## src/rtl/fifo_rr_arbiter.sv

```systemverilog
// fifo_rr_arbiter: round-robin read arbiter between NUM_REQ request FIFOs and
// one shared-memory bank port. A grant issues a single read-enable pulse to
// the winning FIFO, captures the word it returns one cycle later, and offers
// that word, tagged with its source index, on a valid/ready port.
//
// state | meaning
// ------+---------------------------------------------------------------
// IDLE  | no transaction; search fifo_req from rr_ptr for a winner
// RD    | read enable high to the granted FIFO for exactly this cycle
// CAP   | FIFO read data valid; capture it into the output register
// SEND  | word held on the memory port until the bank accepts it
module fifo_rr_arbiter #(
    parameter int NUM_REQ    = 4,
    parameter int FIFO_WIDTH = 32,
    parameter int SRC_W      = 2
) (
    input  logic                          i_clk,
    input  logic                          i_rst,
    input  logic [NUM_REQ-1:0]            i_fifo_req,
    input  logic [NUM_REQ*FIFO_WIDTH-1:0] i_fifo_rd_data,
    output logic [NUM_REQ-1:0]            o_fifo_rd_en,
    output logic                          o_mem_valid,
    input  logic                          i_mem_ready,
    output logic [FIFO_WIDTH-1:0]         o_mem_data,
    output logic [SRC_W-1:0]              o_mem_src,
    output logic [NUM_REQ-1:0]            o_grant,
    output logic                          o_busy
);

    typedef enum logic [1:0] {
        ST_IDLE = 2'd0,
        ST_RD   = 2'd1,
        ST_CAP  = 2'd2,
        ST_SEND = 2'd3
    } state_t;

    localparam logic [SRC_W-1:0] LAST_IDX = SRC_W'(NUM_REQ - 1);

    state_t                  r_state;
    state_t                  w_state_nxt;

    logic [SRC_W-1:0]        r_rr_ptr;
    logic [NUM_REQ-1:0]      r_fifo_rd_en;
    logic [NUM_REQ-1:0]      r_grant;
    logic                    r_mem_valid;
    logic [FIFO_WIDTH-1:0]   r_mem_data;
    logic [SRC_W-1:0]        r_mem_src;

    logic [SRC_W-1:0]        w_rr_ptr_nxt;
    logic [NUM_REQ-1:0]      w_fifo_rd_en_nxt;
    logic [NUM_REQ-1:0]      w_grant_nxt;
    logic                    w_mem_valid_nxt;
    logic [FIFO_WIDTH-1:0]   w_mem_data_nxt;
    logic [SRC_W-1:0]        w_mem_src_nxt;

    logic                    w_found;
    logic [SRC_W-1:0]        w_winner;
    logic [SRC_W-1:0]        w_scan_idx;
    logic [NUM_REQ-1:0]      w_winner_oh;
    logic [SRC_W-1:0]        w_src_inc;
    logic [FIFO_WIDTH-1:0]   w_cap_data;
    logic                    w_handshake;

    assign w_handshake = r_mem_valid && i_mem_ready;

    // Pointer after the current source; wraps explicitly so non-power-of-2
    // NUM_REQ never lands on a FIFO that does not exist.
    assign w_src_inc = (r_mem_src == LAST_IDX) ? '0 : r_mem_src + 1'b1;

    // Round-robin search: first requesting FIFO at or above rr_ptr, wrapping.
    always_comb begin
        w_found    = 1'b0;
        w_winner   = '0;
        w_scan_idx = r_rr_ptr;
        for (int k = 0; k < NUM_REQ; k++) begin
            if (!w_found && i_fifo_req[w_scan_idx]) begin
                w_found  = 1'b1;
                w_winner = w_scan_idx;
            end
            w_scan_idx = (w_scan_idx == LAST_IDX) ? '0 : w_scan_idx + 1'b1;
        end
    end

    assign w_winner_oh = NUM_REQ'(1) << w_winner;

    // Select the granted FIFO's read-data slice for capture.
    always_comb begin
        w_cap_data = '0;
        for (int i = 0; i < NUM_REQ; i++) begin
            if (r_mem_src == SRC_W'(i)) begin
                w_cap_data = i_fifo_rd_data[i*FIFO_WIDTH +: FIFO_WIDTH];
            end
        end
    end

    // State register.
    always_ff @(posedge i_clk) begin
        if (i_rst) begin
            r_state <= ST_IDLE;
        end else begin
            r_state <= w_state_nxt;
        end
    end

    // Next-state logic: fixed IDLE->RD->CAP->SEND walk, SEND exits on handshake.
    always_comb begin
        w_state_nxt = r_state;
        case (r_state)
            ST_IDLE: if (w_found) w_state_nxt = ST_RD;
            ST_RD:   w_state_nxt = ST_CAP;
            ST_CAP:  w_state_nxt = ST_SEND;
            ST_SEND: if (w_handshake) w_state_nxt = ST_IDLE;
            default: w_state_nxt = ST_IDLE;
        endcase
    end

    // Output logic: next values of the registered outputs, plus busy.
    always_comb begin
        w_rr_ptr_nxt     = r_rr_ptr;
        w_fifo_rd_en_nxt = '0;
        w_grant_nxt      = r_grant;
        w_mem_valid_nxt  = r_mem_valid;
        w_mem_data_nxt   = r_mem_data;
        w_mem_src_nxt    = r_mem_src;
        o_busy           = (r_state != ST_IDLE);
        case (r_state)
            ST_IDLE: begin
                if (w_found) begin
                    w_grant_nxt      = w_winner_oh;
                    w_fifo_rd_en_nxt = w_winner_oh;
                    w_mem_src_nxt    = w_winner;
                end
            end
            ST_RD: begin
                w_rr_ptr_nxt = w_src_inc;
            end
            ST_CAP: begin
                w_mem_data_nxt  = w_cap_data;
                w_mem_valid_nxt = 1'b1;
            end
            ST_SEND: begin
                // mem_ready only matters here; elsewhere it is ignored.
                if (w_handshake) begin
                    w_mem_valid_nxt = 1'b0;
                    w_grant_nxt     = '0;
                end
            end
            default: begin
                w_grant_nxt     = '0;
                w_mem_valid_nxt = 1'b0;
            end
        endcase
    end

    // Datapath registers; reset drops any in-flight word.
    always_ff @(posedge i_clk) begin
        if (i_rst) begin
            r_rr_ptr     <= '0;
            r_fifo_rd_en <= '0;
            r_grant      <= '0;
            r_mem_valid  <= 1'b0;
            r_mem_data   <= '0;
            r_mem_src    <= '0;
        end else begin
            r_rr_ptr     <= w_rr_ptr_nxt;
            r_fifo_rd_en <= w_fifo_rd_en_nxt;
            r_grant      <= w_grant_nxt;
            r_mem_valid  <= w_mem_valid_nxt;
            r_mem_data   <= w_mem_data_nxt;
            r_mem_src    <= w_mem_src_nxt;
        end
    end

    assign o_fifo_rd_en = r_fifo_rd_en;
    assign o_grant      = r_grant;
    assign o_mem_valid  = r_mem_valid;
    assign o_mem_data   = r_mem_data;
    assign o_mem_src    = r_mem_src;

endmodule

```

## config.mk

```make
export PLATFORM = sky130hd
export DESIGN_NAME = fifo_rr_arbiter
export DESIGN_NICKNAME = d
export VERILOG_FILES = /design/src/rtl/fifo_rr_arbiter.sv
export SDC_FILE = /design/constraint.sdc
export NUM_CORES = 1
export LEC_CHECK = 0
export CORE_MARGIN = 5
export CORE_UTILIZATION = 38
export DETAILED_ROUTE_END_ITERATION = 8
export GPL_TIMING_DRIVEN = 0
export PLACE_DENSITY = 0.88
export SYNTH_ARGS = -nofsm -noshare
export SYNTH_HDL_FRONTEND = slang
export SYNTH_SLANG_ARGS = --single-unit
```

## constraint.sdc

```tcl
create_clock -name i_clk -period 2.5 [get_ports i_clk]
set_input_delay 0.375 -clock i_clk [delete_from_list [all_inputs] [get_ports i_clk]]
set_output_delay 0.375 -clock i_clk [all_outputs]
set_load 0.01 [all_outputs]
```

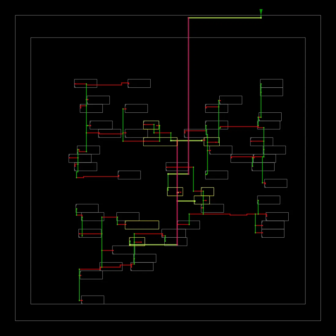
*The clock network, run 1*
clk sinks: 47
Worst Skew: 0.005511 ns

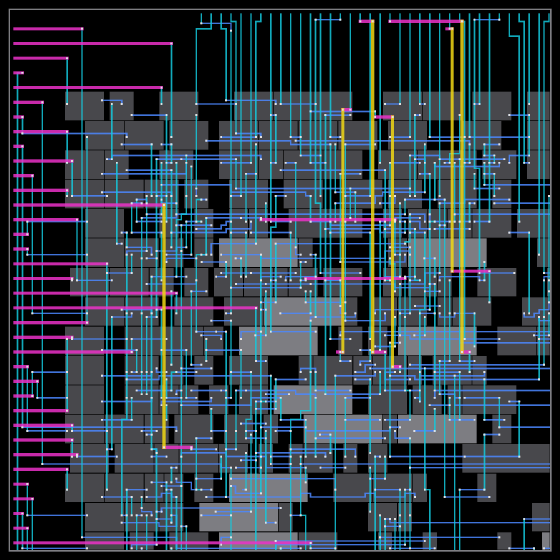
*A small window of the routed layout, run 1*
Region (0, 50) to (50, 100) µm. Cells in gray, sequential cells in the stronger gray; small squares are vias.
color	layer
magenta	met3
cyan	met2
blue	met1
yellow	met4
netlist names of flops here include	o_mem_data (11)
cells with their middle in the window	165
most frequent	clkdlybuf4s50_1 (68), nor2b_1 (14)
sequential cells in the window	11

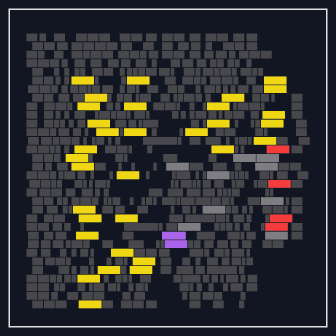
*Register map, names as in the netlist, run 1*
Other sequential cells in the stronger gray, the rest of the logic in the fainter gray.
color	netlist name	flops
purple	r_rr_ptr	2
yellow	o_mem_data	32
red	o_fifo_rd_en	4
Seq/total area: 18.42%
final core utilization: 65.51%
P_seq: 1160 µW

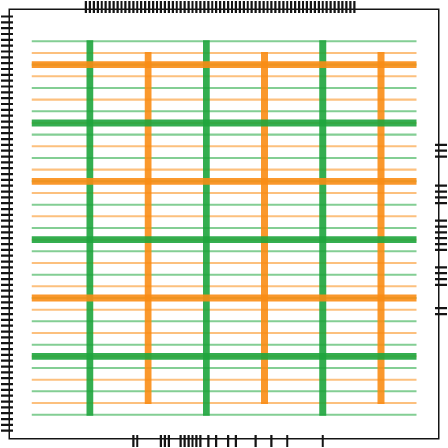
*Power grid, run 1*
Pins as bars on the die edge.
color	net
orange	VDD
green	VSS
met5 straps	6
rows	32
Die X: 99.78 µm
VDD IR max: 0.0003694 V
core box area: 7807 µm²

==> impl_metrics.csv, run 1 <==
group,metric,value,unit
status,status,"complete, but fails checks",
status,violations,"setup timing",
sta,period_needed,2.508,ns
final_layout,instances_no_fill,673,
floorplanning,rows,32,
synthesis,ys_warn_count,0,
clock_network,cts_buffers,5,
min_path,hold-path-endpoint,"o_grant[0]",
min_path,hold_path_startpoint,"o_grant[0]",
route,wl,11.47,mm
final_layout,largest_reg_flops,32,
sta,fmax,398.7,MHz
route,met3_length,840,µm
sta,tns,-0.008138,ns
synthesis,synth.top_cell.area_share,30.72,%
synthesis,aoi_share,30.35,%
sta,drv_slew,0,
synthesis,top_cell,"nor2_1",
sta,fin_crit_sh,100.3,%
synthesis,ys_sh_adder,4.085,%
final_layout,biggestCellCategory,"non-clock buffers",
final_layout,comb_area,1927,µm²
synthesis,synth-edff-count,0,
clock_network,worstSkewPairLatency,0.30,ns
final_layout,comb_share,37.67,%
synthesis,postSynthSeqShare,30.72,%
clock_network,cts_resized,1,
power_and_ir_drop,pg_clk,681,µW
synthesis,ys_area,3063,µm²
power_and_ir_drop,combinationalPowerShare,62.0,%
final_layout,clk_share,2.740,%
final_layout,fillers,678,
final_layout,lay_top_count,"clkdlybuf4s50_1",
power_and_ir_drop,switching_power,1963,µW
global_route,use_met3,5.281,%
final_layout,inverters,11,
synthesis,synthMuxAreaShare,4.412,%
final_layout,final_layout_size_suffix_gt1_share,4.904,%
route,dr_wl_met2,5.867,mm
final_layout,final_layout_top_logic_cells,"clkdlybuf4s50_1, nor2_1, dfxtp_1, a21oi_1, nor2b_1",
route,ant_nets,0,
critical_path,critPathLaunchType,"flip-flop",
synthesis,synth_area,3063,µm²
critical_path,max_stage_delay,0.68,ns
final_layout,logic_gate_count,288,
synthesis,largest_area_cell,"dfxtp_1",
clock_network,hold_buffers,0,
global_route,grt.busiest_layer,"met2",
placed_design,dpl.cell_count,665,
clock_network,cts_max_path_buffers,2,
placed_design,hpwlAfterDp,9.501,mm
critical_path,r2r_start,"r_rr_ptr[1]",
sta,hold_viol_final,0,
critical_path,criticalPathCategory,"flip-flop to flip-flop",
route,wl_met1,4.410,mm
synthesis,postSynthAreaPerCell,7.935,µm²
global_route,grt_pass1_vias,3725,
placed_design,dp_slack,-0.1219,ns
final_layout,nonClkBufAreaFrac,37.87,%
sta,hold_ws,0.4659,ns
sta,setup-violations-final,1,
critical_path,critPathArrivalTime,2.71,ns
critical_path,crit_start,"r_rr_ptr[1]",
critical_path,path_buffers,0,
final_layout,buffers,217,
critical_path,cp_slowest_cell,"mux4_1",
global_route,grt_max_degree,17,
power_and_ir_drop,comb_power,3010,µW
critical_path,r2r_end,"o_grant[2]",
sta,worst_slew_pin_slew,0.5041,ns
critical_path,crit_cells,5,
final_layout,n_antenna_cell,0,
critical_path,crit_path_end_kind,"flip-flop",
sta,fin_ws,-0.008138,ns
power_and_ir_drop,p_sw_share,40.45,%
synthesis,synthesis.nets,531,
clock_network,htreeDepth,2,
flow_run,maxCapViolCount,0,
critical_path,crit_required,2.70,ns
power_and_ir_drop,p_int,2890,µW
synthesis,synth_flops,47,
route,first_iter_violations,114,
synthesis,synthTopCellsByCount,"nor2_1, dfxtp_1, a21oi_1",
route,drt_pass1_iterations,5,
==> run 2: changes to the inputs <==
- MAX_ROUTING_LAYER: not set -> met4
==> impl_metrics.csv, run 2 <==
group,metric,value,unit
status,status,"complete, no violations",
clock_network,htreeDepth,2,
critical_path,r2r_end,"o_grant[2]",
placed_design,hpwlAfterDp,9.577,mm
final_layout,buffers,217,
synthesis,synthTopCellsByCount,"nor2_1, dfxtp_1, a21oi_1",
synthesis,synthMuxAreaShare,4.412,%
critical_path,max_stage_delay,0.59,ns
power_and_ir_drop,powerSeq,1170,µW
placed_design,dp_slack,-0.1473,ns
sta,fmax,405.7,MHz
route,drt_pass1_iterations,5,
route,wire_per_inst,17.44,µm
final_layout,final_layout_size_suffix_gt1_share,5.604,%
route,wl,11.74,mm
global_route,antenna_found_initial,0,
critical_path,criticalPathCategory,"flip-flop to flip-flop",
placed_design,dpl.cell_count,665,
clock_network,cts_max_path_buffers,2,
critical_path,cp_slowest_cell,"mux4_2",
power_and_ir_drop,combinationalPowerShare,63.6,%
synthesis,top_cell,"nor2_1",
final_layout,final_layout_top_logic_cells,"clkdlybuf4s50_1, nor2_1, dfxtp_1, a21oi_1, nor2b_1",
power_and_ir_drop,p_sw_share,41.61,%
critical_path,r2r_start,"r_rr_ptr[1]",
route,top_layer,"met4",
synthesis,ys_warn_count,0,
sta,worst_slew_pin_slew,0.5436,ns
synthesis,ys_sh_adder,4.085,%
final_layout,nonClkBufAreaFrac,38.00,%
power_and_ir_drop,p_int,2806,µW
final_layout,fillers,698,
clock_network,hold_buffers,0,
sta,hold_ws,0.4722,ns
route,first_iter_violations,127,
route,wl_met1,4.552,mm
sta,drv_slew,0,
final_layout,seq_area_share,18.53,%
sta,period_needed,2.465,ns
final_layout,postLayoutCoreUtil,65.37,%
critical_path,crit_start,"r_rr_ptr[1]",
synthesis,aoi_share,30.35,%
clock_network,cts_buffers,5,
sta,tns,0,ns
critical_path,path_buffers,0,
critical_path,crit_path_end_kind,"flip-flop",
route,met3_length,830,µm
floorplanning,core,7807,µm²
route,dr_wl_met2,6.044,mm
final_layout,largest_reg_flops,32,
synthesis,postSynthAreaPerCell,7.935,µm²
sta,hold_viol_final,0,
global_route,grt_max_degree,17,
floorplanning,rows,32,
min_path,hold_path_startpoint,"o_grant[3]",
route,ant_nets,0,
min_path,hold-path-endpoint,"o_grant[3]",
final_layout,n_antenna_cell,0,
global_route,grt_pass1_vias,3809,
flow_run,maxCapViolCount,0,
synthesis,synthesis.nets,531,
synthesis,largest_area_cell,"dfxtp_1",
final_layout,biggestCellCategory,"non-clock buffers",
power_and_ir_drop,switching_power,2000,µW
global_route,grt_first_pass_wirelength,18.21,mm
synthesis,ys_sh_xor,0.2859,%
critical_path,crit_cells,5,
global_route,grt.busiest_layer,"met2",
clock_network,cts_resized,1,
critical_path,crit_required,2.70,ns
sta,fin_ws,0.03487,ns
critical_path,critPathLaunchType,"flip-flop",
final_layout,comb_area,1934,µm²
placed_design,place_area,4962,µm²
synthesis,synth_flops,47,
sta,fin_crit_sh,98.61,%
final_layout,logic_gate_count,288,
floorplanning,die_w,99.78,µm
synthesis,synth.top_cell.area_share,30.72,%
sta,setup-violations-final,0,
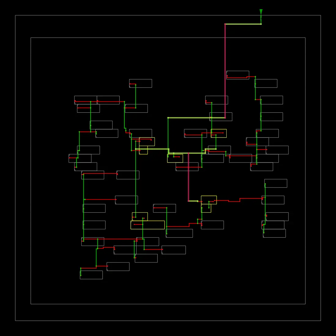
*The clock network, run 2*
Clk power: 576 µW
count of clock buffers in the final design: 5
flop count: 47
Worst Skew: 0.01020 ns
clk latency late pin: 0.30 ns

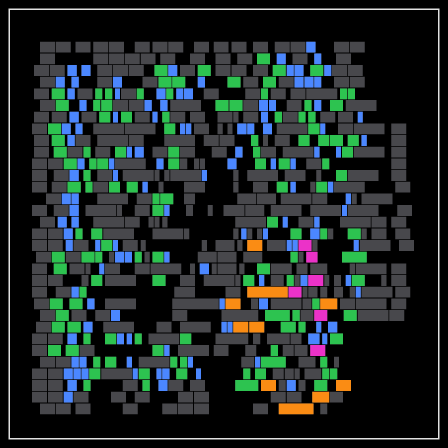
*Logic cells by family, run 2*
color	family	cells
green	inverting AOI/OAI gates	122
orange	multiplexers	10
blue	NOR gates	120
magenta	AND-OR and OR-AND gates	6
dominant logic cell type in the layout: clkdlybuf4s50_1
logic share of the area: 37.90%
Final Non-Filler Cells: 673

==> run 3: changes to the inputs <==
- TNS_END_PERCENT: not set -> 10
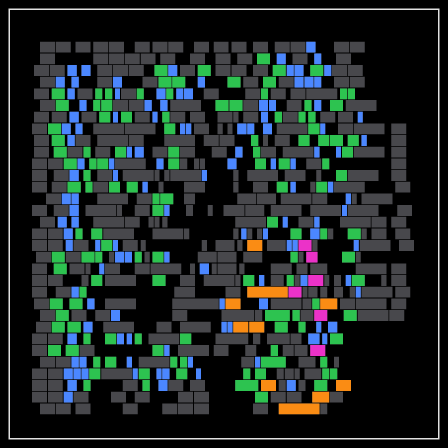
*Logic cells by family, run 3*
color	family	cells
orange	multiplexers	10
green	inverting AOI/OAI gates	122
blue	NOR gates	120
magenta	AND-OR and OR-AND gates	6
logic share of the area: 37.88%

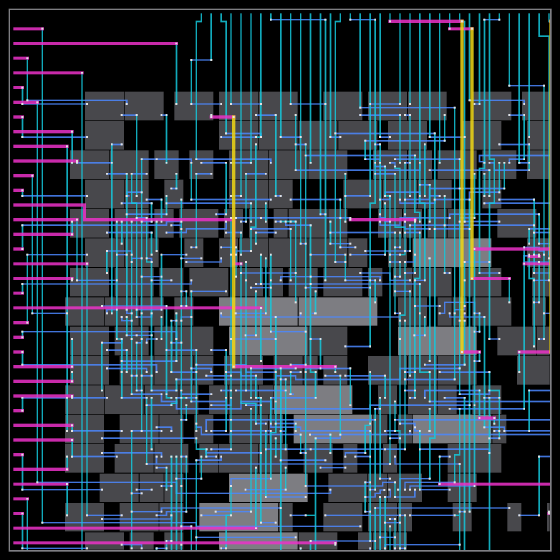
*A small window of the routed layout, run 3*
Region (0, 50) to (50, 100) µm. Cells in gray, sequential cells in the stronger gray; small squares are vias.
color	layer
magenta	met3
cyan	met2
yellow	met4
blue	met1
sequential cells in the window	11
netlist names of flops here include	o_mem_data (11)
cells with their middle in the window	167
most frequent	clkdlybuf4s50_1 (68), nor2b_1 (14)

==> impl_metrics.csv, run 3 <==
group,metric,value,unit
final_layout,instances_no_fill,673,
clock_network,cts_buffers,5,
final_layout,postLayoutCoreUtil,65.24,%
placed_design,dpl.cell_count,665,
global_route,grt_pass1_vias,3809,
power_and_ir_drop,ir_worst_vdd,0.0003625,V
critical_path,criticalPathCategory,"flip-flop to flip-flop",
sta,hold_ws,0.4684,ns
global_route,antenna_found_initial,0,
power_and_ir_drop,powerSeq,1170,µW
synthesis,synthesis.nets,531,
critical_path,critPathArrivalTime,2.74,ns
sta,period_needed,2.545,ns
route,wl_met1,4.578,mm
synthesis,synthTopCellsByCount,"nor2_1, dfxtp_1, a21oi_1",
status,status,"complete, but fails checks",
flow_run,maxCapViolCount,0,
synthesis,synth.top_cell.area_share,30.72,%
synthesis,ys_sh_xor,0.2859,%
route,dr_wl_met2,5.986,mm
synthesis,top_cell,"nor2_1",
final_layout,final_layout_size_suffix_gt1_share,5.254,%
synthesis,ys_warn_count,0,
synthesis,synth_flops,47,
sta,hold_viol_final,0,
critical_path,crit_path_end_kind,"flip-flop",
final_layout,buffers,217,
synthesis,ys_area,3063,µm²
final_layout,n_antenna_cell,0,
critical_path,path_buffers,0,
min_path,hold-path-endpoint,"o_grant[1]",
global_route,grt_first_pass_wirelength,18.21,mm
sta,worst_slew_pin_slew,0.5504,ns
status,violations,"setup timing",
critical_path,critPathLaunchType,"flip-flop",
clock_network,cts_resized,1,
global_route,use_met3,5.212,%
critical_path,max_stage_delay,0.68,ns
clock_network,htreeDepth,2,
critical_path,cp_slowest_cell,"mux4_1",
power_and_ir_drop,switching_power,1984,µW
sta,setup-violations-final,2,
synthesis,synth-edff-count,0,
synthesis,aoi_share,30.35,%
route,wire_per_inst,17.40,µm
clock_network,worstSkewPairLatency,0.30,ns
final_layout,inverters,11,
sta,fin_ws,-0.04460,ns
sta,clock_skew,0.009561,ns
placed_design,hpwlAfterDp,9.577,mm
floorplanning,die_w,99.78,µm
critical_path,crit_cells,5,
placed_design,place_area,4962,µm²
critical_path,crit_start,"r_rr_ptr[1]",
final_layout,logic_gate_count,288,
sta,fin_crit_sh,101.8,%
synthesis,ys_sh_adder,4.085,%
critical_path,r2r_end,"o_grant[2]",
sta,fmax,393.0,MHz
power_and_ir_drop,combinationalPowerShare,63.5,%
sta,drv_slew,0,
synthesis,synth_area,3063,µm²
power_and_ir_drop,comb_power,3030,µW
route,first_iter_violations,139,
final_layout,lay_top_count,"clkdlybuf4s50_1",
critical_path,crit_required,2.70,ns
global_route,grt_max_degree,17,
Power and IR drop assume default switching activity.
